===== config.mk =====
export PLATFORM = sky130hd
export DESIGN_NAME = control_sequencer
export DESIGN_NICKNAME = d
export VERILOG_FILES = /design/src/rtl/proc_pkg.sv /design/src/rtl/control_sequencer_mem_wait_timer.sv /design/src/rtl/control_sequencer.sv
export SDC_FILE = /design/constraint.sdc
export NUM_CORES = 1
export LEC_CHECK = 0
export CAP_MARGIN = 10
export CORE_AREA = 5 5 84 71
export CTS_CLUSTER_DIAMETER = 200
export DETAILED_ROUTE_END_ITERATION = 10
export DIE_AREA = 0 0 89 76
export PLACE_DENSITY = 0.78
export SYNTH_ARGS = -nofsm -noshare
export SYNTH_HDL_FRONTEND = slang
export SYNTH_HIERARCHICAL = 1
export SYNTH_SLANG_ARGS = --single-unit

===== constraint.sdc =====
create_clock -name clk -period 2.15 [get_ports clk]
set_input_delay 0.215 -clock clk [delete_from_list [all_inputs] [get_ports clk]]
set_output_delay 0.215 -clock clk [all_outputs]
set_load 0.05 [all_outputs]

===== src/rtl/proc_pkg.sv =====
// Shared definitions for the control sequencer: opcode and register codes,
// ALU operation codes, FSM state encoding and small decode helpers.
package proc_pkg;

    // Opcodes, ir[11:8]
    localparam logic [3:0] OP_NOP    = 4'h0;
    localparam logic [3:0] OP_MOVE   = 4'h1;
    localparam logic [3:0] OP_ADD    = 4'h2;
    localparam logic [3:0] OP_SUB    = 4'h3;
    localparam logic [3:0] OP_INC    = 4'h4;
    localparam logic [3:0] OP_LOADM  = 4'h5;
    localparam logic [3:0] OP_STOREM = 4'h6;
    localparam logic [3:0] OP_JMPZ   = 4'h7;
    localparam logic [3:0] OP_JMP    = 4'h8;
    localparam logic [3:0] OP_END    = 4'hF;

    // Register codes shared by wr_sel and bus_sel
    localparam logic [3:0] REG_SP  = 4'b0001;
    localparam logic [3:0] REG_MAR = 4'b0100;
    localparam logic [3:0] REG_MDR = 4'b0101;
    localparam logic [3:0] REG_PR1 = 4'b0110;
    localparam logic [3:0] REG_PR2 = 4'b0111;
    localparam logic [3:0] REG_PR3 = 4'b1000;
    localparam logic [3:0] REG_COL = 4'b1001;
    localparam logic [3:0] REG_ROW = 4'b1010;
    localparam logic [3:0] REG_R1  = 4'b1011;
    localparam logic [3:0] REG_R2  = 4'b1100;

    // ALU operations
    localparam logic [2:0] ALU_PASS = 3'b000;
    localparam logic [2:0] ALU_ADD  = 3'b001;
    localparam logic [2:0] ALU_SUB  = 3'b010;
    localparam logic [2:0] ALU_INC  = 3'b011;

    typedef enum logic [2:0] {
        ST_IDLE   = 3'd0,
        ST_FETCH1 = 3'd1,
        ST_FETCH2 = 3'd2,
        ST_DECODE = 3'd3,
        ST_EXEC1  = 3'd4,
        ST_EXEC2  = 3'd5,
        ST_MEM    = 3'd6,
        ST_HALT   = 3'd7
    } state_e;

    function automatic logic is_legal_dst(input logic [3:0] code);
        case (code)
            REG_SP, REG_MAR, REG_MDR, REG_PR1, REG_PR2,
            REG_PR3, REG_COL, REG_ROW, REG_R1, REG_R2: return 1'b1;
            default:                                   return 1'b0;
        endcase
    endfunction

    function automatic logic [2:0] alu_for_op(input logic [3:0] op);
        case (op)
            OP_ADD:  return ALU_ADD;
            OP_SUB:  return ALU_SUB;
            OP_INC:  return ALU_INC;
            default: return ALU_PASS;
        endcase
    endfunction

endpackage


===== src/rtl/control_sequencer_mem_wait_timer.sv =====
// mem_wait_timer: down-counter bounding how long the sequencer waits for a
// DRAM acknowledge.
//   clk, rst  clock and synchronous active-high reset
//   clear     reload the counter (asserted on the cycle entering MEM)
//   enable    count down (asserted while in MEM)
//   expired   terminal count reached: this is the last allowed wait cycle
module mem_wait_timer
    import proc_pkg::*;
#(
    parameter int TIMEOUT = 16
) (
    input  logic clk,
    input  logic rst,
    input  logic clear,
    input  logic enable,
    output logic expired
);

    localparam int CNT_W = $clog2(TIMEOUT + 1);
    // Loaded with TIMEOUT-1 so the count reads zero in the TIMEOUT-th wait cycle.
    localparam logic [CNT_W-1:0] LOAD_VAL = CNT_W'(TIMEOUT - 1);

    logic [CNT_W-1:0] cnt_q;
    logic [CNT_W-1:0] cnt_d;

    always_comb begin
        cnt_d = cnt_q;
        if (clear) begin
            cnt_d = LOAD_VAL;
        end else if (enable && (cnt_q != '0)) begin
            cnt_d = cnt_q - CNT_W'(1);
        end
    end

    always_ff @(posedge clk) begin
        if (rst) begin
            cnt_q <= '0;
        end else begin
            cnt_q <= cnt_d;
        end
    end

    assign expired = (cnt_q == '0);

endmodule


===== src/rtl/control_sequencer.sv =====
// control_sequencer: fetch/decode/execute micro-sequencer in front of the
// register-write decoder.
//   clk, rst            clock, synchronous active-high reset
//   start               launch from IDLE or HALT (clears done/err, pc=0)
//   iram_data           instruction read data, valid the cycle after iram_rd
//   z_flag, dram_ack    ALU zero flag, DRAM transfer complete
//   pc, iram_rd, ir     IRAM address, read strobe, instruction register
//   wr_sel, en_op, en_out   decoder destination select and strobes
//   bus_sel, alu_op     read-bus source and ALU operation
//   dram_rd, dram_wr    DRAM requests, held until ack or timeout
//   busy, done, err     status; done/err are sticky until the next start
//
// state  | meaning
// IDLE   | after reset, waiting for start
// FETCH1 | iram_rd asserted with pc as address
// FETCH2 | capture instruction, advance pc
// DECODE | dispatch on opcode; jumps, END and illegal codes resolve here
// EXEC1  | wr_sel/bus_sel/alu_op presented, en_op asserted
// EXEC2  | en_out asserted, one write strobe
// MEM    | DRAM request held until ack or timeout
// HALT   | stopped after END, illegal code or timeout
module control_sequencer
    import proc_pkg::*;
#(
    parameter int INSTR_W     = 12,
    parameter int PC_W        = 8,
    parameter int MEM_TIMEOUT = 16
) (
    input  logic               clk,
    input  logic               rst,
    input  logic               start,
    input  logic [INSTR_W-1:0] iram_data,
    input  logic               z_flag,
    input  logic               dram_ack,
    output logic [PC_W-1:0]    pc,
    output logic               iram_rd,
    output logic [INSTR_W-1:0] ir,
    output logic [3:0]         wr_sel,
    output logic               en_op,
    output logic               en_out,
    output logic [3:0]         bus_sel,
    output logic [2:0]         alu_op,
    output logic               dram_rd,
    output logic               dram_wr,
    output logic               busy,
    output logic               done,
    output logic               err
);

    state_e             state_q, state_d;
    logic [PC_W-1:0]    pc_q, pc_d;
    logic [INSTR_W-1:0] ir_q, ir_d;
    logic [3:0]         wr_sel_q, wr_sel_d;
    logic [3:0]         bus_sel_q, bus_sel_d;
    logic [2:0]         alu_op_q, alu_op_d;
    logic               iram_rd_q, iram_rd_d;
    logic               en_op_q, en_op_d;
    logic               en_out_q, en_out_d;
    logic               dram_rd_q, dram_rd_d;
    logic               dram_wr_q, dram_wr_d;
    logic               done_q, done_d;
    logic               err_q, err_d;

    logic               timer_clear;
    logic               timer_expired;

    logic [3:0]         opcode;
    logic [3:0]         dst_code;
    logic [3:0]         src_code;
    logic [PC_W-1:0]    jmp_target;

    assign opcode     = ir_q[INSTR_W-1 -: 4];
    assign dst_code   = ir_q[7:4];
    assign src_code   = ir_q[3:0];
    assign jmp_target = ir_q[PC_W-1:0];

    mem_wait_timer #(
        .TIMEOUT (MEM_TIMEOUT)
    ) u_mem_wait_timer (
        .clk     (clk),
        .rst     (rst),
        .clear   (timer_clear),
        .enable  (state_q == ST_MEM),
        .expired (timer_expired)
    );

    always_comb begin
        state_d     = state_q;
        pc_d        = pc_q;
        ir_d        = ir_q;
        wr_sel_d    = wr_sel_q;
        bus_sel_d   = bus_sel_q;
        alu_op_d    = alu_op_q;
        done_d      = done_q;
        err_d       = err_q;
        timer_clear = 1'b0;

        case (state_q)
            ST_IDLE, ST_HALT: begin
                if (start) begin
                    done_d  = 1'b0;
                    err_d   = 1'b0;
                    pc_d    = '0;
                    state_d = ST_FETCH1;
                end
            end
            ST_FETCH1: state_d = ST_FETCH2;
            ST_FETCH2: begin
                ir_d    = iram_data;
                pc_d    = pc_q + PC_W'(1);
                state_d = ST_DECODE;
            end
            ST_DECODE: begin
                case (opcode)
                    OP_NOP: state_d = ST_FETCH1;
                    OP_END: begin
                        done_d  = 1'b1;
                        state_d = ST_HALT;
                    end
                    OP_JMP: begin
                        pc_d    = jmp_target;
                        state_d = ST_FETCH1;
                    end
                    OP_JMPZ: begin
                        if (z_flag) begin
                            pc_d = jmp_target;
                        end
                        state_d = ST_FETCH1;
                    end
                    OP_MOVE, OP_ADD, OP_SUB, OP_INC: begin
                        if (is_legal_dst(dst_code)) begin
                            wr_sel_d  = dst_code;
                            bus_sel_d = src_code;
                            alu_op_d  = alu_for_op(opcode);
                            state_d   = ST_EXEC1;
                        end else begin
                            err_d   = 1'b1;
                            state_d = ST_HALT;
                        end
                    end
                    OP_LOADM: begin
                        timer_clear = 1'b1;
                        state_d     = ST_MEM;
                    end
                    OP_STOREM: begin
                        // MDR drives the read bus for the whole write request.
                        timer_clear = 1'b1;
                        bus_sel_d   = REG_MDR;
                        state_d     = ST_MEM;
                    end
                    default: begin
                        err_d   = 1'b1;
                        state_d = ST_HALT;
                    end
                endcase
            end
            ST_EXEC1: state_d = ST_EXEC2;
            ST_EXEC2: state_d = ST_FETCH1;
            ST_MEM: begin
                // An ack in the final wait cycle takes priority over the timeout.
                if (dram_ack) begin
                    if (opcode == OP_LOADM) begin
                        wr_sel_d  = REG_MDR;
                        bus_sel_d = src_code;
                        alu_op_d  = ALU_PASS;
                        state_d   = ST_EXEC1;
                    end else begin
                        state_d = ST_FETCH1;
                    end
                end else if (timer_expired) begin
                    err_d   = 1'b1;
                    state_d = ST_HALT;
                end
            end
            default: state_d = ST_IDLE;
        endcase

        // Strobes are registered from the next state so they line up with it.
        iram_rd_d = (state_d == ST_FETCH1);
        en_op_d   = (state_d == ST_EXEC1);
        en_out_d  = (state_d == ST_EXEC2);
        dram_rd_d = (state_d == ST_MEM) && (opcode == OP_LOADM);
        dram_wr_d = (state_d == ST_MEM) && (opcode == OP_STOREM);
    end

    always_ff @(posedge clk) begin
        if (rst) begin
            state_q   <= ST_IDLE;
            pc_q      <= '0;
            ir_q      <= '0;
            wr_sel_q  <= 4'b0000;
            bus_sel_q <= 4'b0000;
            alu_op_q  <= ALU_PASS;
            iram_rd_q <= 1'b0;
            en_op_q   <= 1'b0;
            en_out_q  <= 1'b0;
            dram_rd_q <= 1'b0;
            dram_wr_q <= 1'b0;
            done_q    <= 1'b0;
            err_q     <= 1'b0;
        end else begin
            state_q   <= state_d;
            pc_q      <= pc_d;
            ir_q      <= ir_d;
            wr_sel_q  <= wr_sel_d;
            bus_sel_q <= bus_sel_d;
            alu_op_q  <= alu_op_d;
            iram_rd_q <= iram_rd_d;
            en_op_q   <= en_op_d;
            en_out_q  <= en_out_d;
            dram_rd_q <= dram_rd_d;
            dram_wr_q <= dram_wr_d;
            done_q    <= done_d;
            err_q     <= err_d;
        end
    end

    assign pc      = pc_q;
    assign iram_rd = iram_rd_q;
    assign ir      = ir_q;
    assign wr_sel  = wr_sel_q;
    assign en_op   = en_op_q;
    assign en_out  = en_out_q;
    assign bus_sel = bus_sel_q;
    assign alu_op  = alu_op_q;
    assign dram_rd = dram_rd_q;
    assign dram_wr = dram_wr_q;
    assign done    = done_q;
    assign err     = err_q;
    assign busy    = (state_q != ST_IDLE) && (state_q != ST_HALT);

endmodule


==> images/m1.png <==
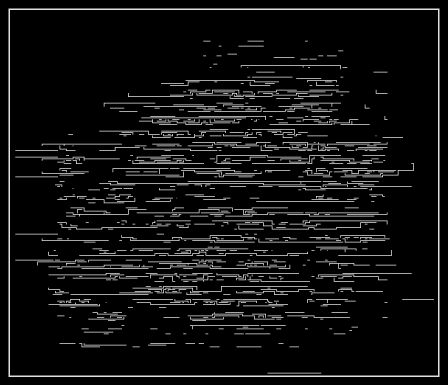
longest straight run: 30.4 µm
nets with wire on the layer: 336
share of all routed wire: 45%
main direction: horizontal
total number of vias: 2345
Post-Route WL: 6.35 mm
grt met1 use: 27.3%

==> images/m2.png <==
Bar = 20 µm. Cells faint in the background.
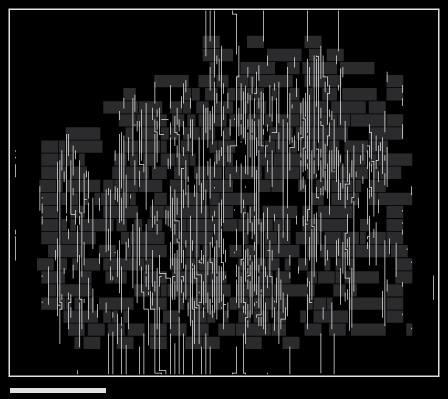
main direction: vertical
longest straight run: 29.6 µm
nets with wire on the layer: 313
wire length on this layer: 2880 µm
met2 Use GR: 28.6%

==> images/m3.png <==
Bar = 20 µm.
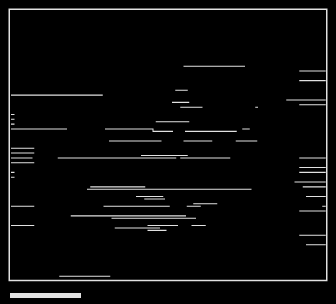
share of all routed wire: 8.5%
longest straight run: 46.0 µm
main direction: horizontal
wire length on this layer: 541 µm
GR met3 Demand/Resource: 3.57%

==> run_results.csv <==
group,metric,value,unit
clocking,clk_latency,300,ps
logic_synthesis,mux_share,2.90,%
place,dp_slack,39.0,ps
critical_path,worstSetupPathType,"register to register",
sta,hold_violations,0,
logic_synthesis,ys_sh_adder,1.97,%
logic_synthesis,logic_family,"simple AND/OR/NAND/NOR gates",
layout,comb_share,42.5,%
route,vias_per_cell,5.57,
layout,nNetsFinal,375,
critical_path,startpoint_type,"register",
route,dr.pass1.iters,4,
sta,rsz0062_at_grt,"false",
global_route,grt_pass1_vias,2117,
sta,setup_viol,0,
power,leakagePower,1.13,nW
global_route,grt_pass1_wl,10.3,mm
logic_synthesis,syn_avg_cell_area,8.19,µm²
sta,worst_slew_pin_slew,588,ps
sta,fin_skew,9.40,ps
route,antenna_left,0,
place,routabilityCongestion,0.910,
sta,drv_slew,0,
logic_synthesis,ys_cells,295,
clocking,cts_tree,"yes",
sta,fin_crit_sh,93.8,%
sta,period_minus_slack,2020,ps
layout,comb.multi_input.count,216,
logic_synthesis,synth_top_area_share,38.1,%
clocking,clk_pin_slew,90,ps
clocking,cts.sinks,46,
worst_hold_path,min-delay-start,"iram_data[3]",
logic_synthesis,syn_nets,315,
layout,antenna-diode-count,0,
layout,sh_seq_area,28.6,%
clocking,cts_htree_levels,2,
critical_path,critPathRequiredTime,2340,ps
layout,clockNetworkAreaShare,3.49,%
logic_synthesis,syn_inst,295,
worst_hold_path,whs_endpoint,"ir[3]",
floorplan,die_w,89,µm
floorplan,chipArea,0.00676,mm²
logic_synthesis,yosysChipArea,0.00241,mm²
logic_synthesis,ys_seq_elements,46,
sta,slew_headroom,60.6,%
logic_synthesis,synthesis.area,0.00241,mm²
floorplan,nWellTaps,65,
layout,num-fill-cells,461,
logic_synthesis,flop_cell,"dfxtp_1",
place,portBuffers,54,
critical_path,end_kind,"register",
route,drt_iter0_drc,261,
layout,n_all_inverters,12,
run_status,status,"finished clean",
critical_path,r2r-end,"dram_rd",
worst_hold_path,hold_class,"primary input to register",
critical_path,r2r_slack,130,ps
logic_synthesis,ys_seq_share,38.1,%
global_route,antenna_found_initial,0,
layout,drive_above_1_share,14.0,%
sta,setup_slack,133,ps
logic_synthesis,simple_gate_area_share,28.3,%
critical_path,r2r_start,"u_mem_wait_timer/cnt_q[1]",
logic_synthesis,yosysWarningCount,6,
sta,fmax,0.496,GHz
logic_synthesis,synth.distinct_cells,56,
logic_synthesis,topCellsByArea,"dfxtp_1 (38%), a21oi_1 (5.6%), nand2_1 (5.4%)",
sta,finalSetupTns,0,ps
floorplan,core-area,0.00513,mm²
logic_synthesis,yosysMostFrequentCell,"dfxtp_1",
clocking,clock_path_buffers,2,
logic_synthesis,edf_count,0,
critical_path,crit_family,"simple AND/OR/NAND/NOR gates",
layout,seq_area,922,µm²
floorplan,fp_util,47.0,%
critical_path,critPathSlowestCell,"or4b_4",
logic_synthesis,synthAoiAreaFrac,20.0,%
layout,syn_to_final_growth,33.5,%
layout,seq_cells,46,
critical_path,crit_arrival,2210,ps
global_route,grt_max_degree,16,
flow_run,maxCapViolCount,0,
layout,largest_class,"multi-input combinational cells",
critical_path,cp_slowest_stage_delay,510,ps
layout,n_clock_buffer,5,
clocking,root_buffer,"clkbuf_8",
route,drc,0,
power,ir_drop,0.588,mV
floorplan,die_h,76,µm
==> images/closeup.png <==
Bar = 5 µm. Region (12, 47) to (32, 67) µm. Cells in gray, sequential cells in the stronger gray; small squares are vias.
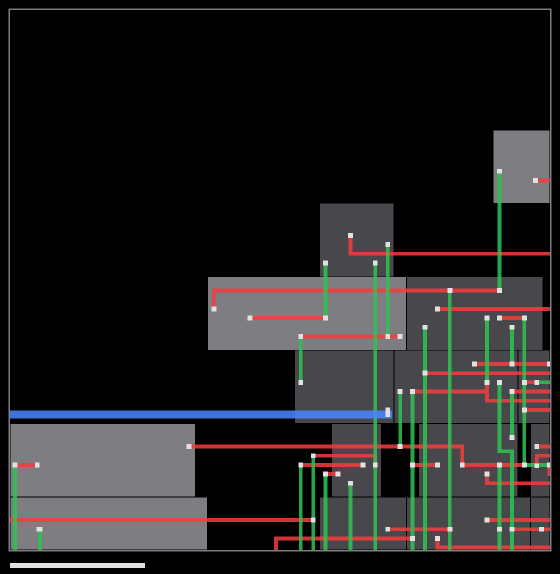
legend:
  blue:
    layer: M3
  red:
    layer: M1
  green:
    layer: M2
netlist names of flops here include: ir (2), done (1)
cells with their middle in the window: 13
sequential cells in the window: 3
most frequent: and4bb_2 (2), dfxtp_1 (2)

==> images/congestion_map.png <==
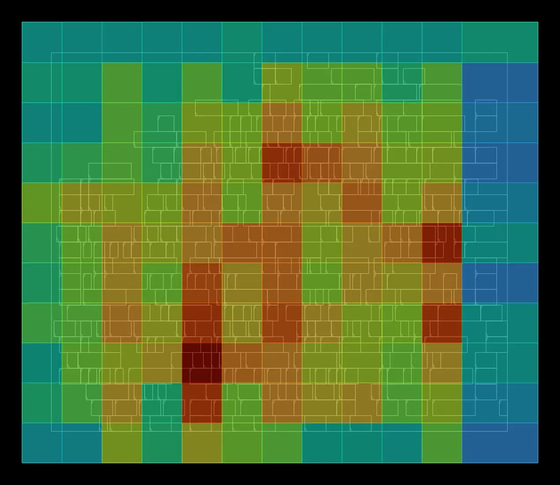
gr usage total: 18.8%
Avg WL per Cell: 15.1 µm
grt peak-use layer: met2

worst min-delay path: stages:
cell	delay, ps
clkdlybuf4s50_1	390
nand2_1	50
a21oi_1	50
per-stage QoR:
| stage | hold slack, ps | instance area (µm²) | total power, mW | instances | utilization (%) |
|---|---|---|---|---|---|
| after detailed placement | 458 | 3080 | 1.56 | 411 | 59.9 |
| after global routing | 455 | 3220 | 2.31 | 421 | 62.8 |
| after CTS | 451 | 3190 | 2.21 | 419 | 62.2 |
| final | 454 | 3220 | 2.20 | 421 | 62.8 |
| after floorplan | 279 | 2420 | 1.37 | 295 | - |
| after global placement | 456 | 3080 | 1.56 | 411 | 59.9 |
flip-flops by register name (all words and copies together), names as in the netlist, named ones only:
register	cells
en_op	1
alu_op	2
dram_wr	1
pc	8
u_mem_wait_timer/cnt_q	5
err	1
iram_rd	1
ir	12
state_q	3
wr_sel	4
en_out	1
dram_rd	1
bus_sel	4
done	1
logic make-up (layout without fill, tap and decap cells):
group | Yosys count | after routing
AND-OR/OR-AND | 71 | 71
XOR/XNOR | 7 | 7
adder cells (fa/ha/maj) | 4 | 4
buffers and inverters | 33 | 94
flip-flops | 46 | 46
multiplexers | 7 | 7
other | 1 | 1
AND/OR/NAND/NOR | 126 | 126
where the power goes:
part	switching, mW	leakage [nW]	total [mW]	internal (mW)
Combinational	0.359	0.697	0.585	0.226
Sequential	0.0721	0.374	0.970	0.898
Clock	0.300	0.0585	0.649	0.349
Total	0.731	1.13	2.20	1.47
metal layers:
| layer | GRT usage [%] | part of all wire, % |
|---|---|---|
| met1 | 27.3 | 45 |
| met2 | 28.6 | 45 |
| met3 | 3.57 | 8.5 |
| met4 | 4.32 | 0.74 |
| met5 | 0 | 0 |
what timing repair did:
action / CTS / global route
gates cloned: 0 / 0
pin swaps: 0 / 1
setup endpoints to repair: 3 / 4
setup buffers: 0 / 2
gates resized: 2 / 6
cell usage in the layout (no fill, tap or decap), drive strengths merged, types with 2 or more instances in the layout:
master         netlist  routed
clkdlybuf4s50        0      53
dfxtp               46      46
nand2               35      35
nor2                27      27
a21oi               27      27
buf                 11      21
nor3                15      15
o21ai               13      13
inv                 11      12
a211oi               7       7
mux2i                7       7
nor4                 6       6
xnor2                5       5
nand3                5       5
nor2b                5       5
clkbuf              10       5
a31oi                4       4
a221oi               4       4
and4                 4       4
nor3b                4       4
and2                 3       3
and4bb               3       3
nand2b               3       3
a22oi                3       3
ha                   3       3
and3b                2       2
a21o                 2       2
xor2                 2       2
and3                 2       2
nor4b                2       2
nand4                2       2
a32o                 2       2
o31ai                2       2
or4b                 2       2
clkinv               1       2
worst max-delay path by stage:
| stage | start | to | cells after the start |
|---|---|---|---|
| 2_1_floorplan | ir[9] | alu_op[0] | 6 |
| 3_3_place_gp | u_mem_wait_timer/cnt_q[0] | dram_rd | 8 |
| 3_5_place_dp | u_mem_wait_timer/cnt_q[0] | dram_rd | 8 |
| 4_1_cts | u_mem_wait_timer/cnt_q[0] | en_out | 9 |
| 5_1_grt | u_mem_wait_timer/cnt_q[1] | en_out | 9 |
| 6_report | u_mem_wait_timer/cnt_q[1] | dram_rd | 8 |
Power and IR drop assume default switching activity.
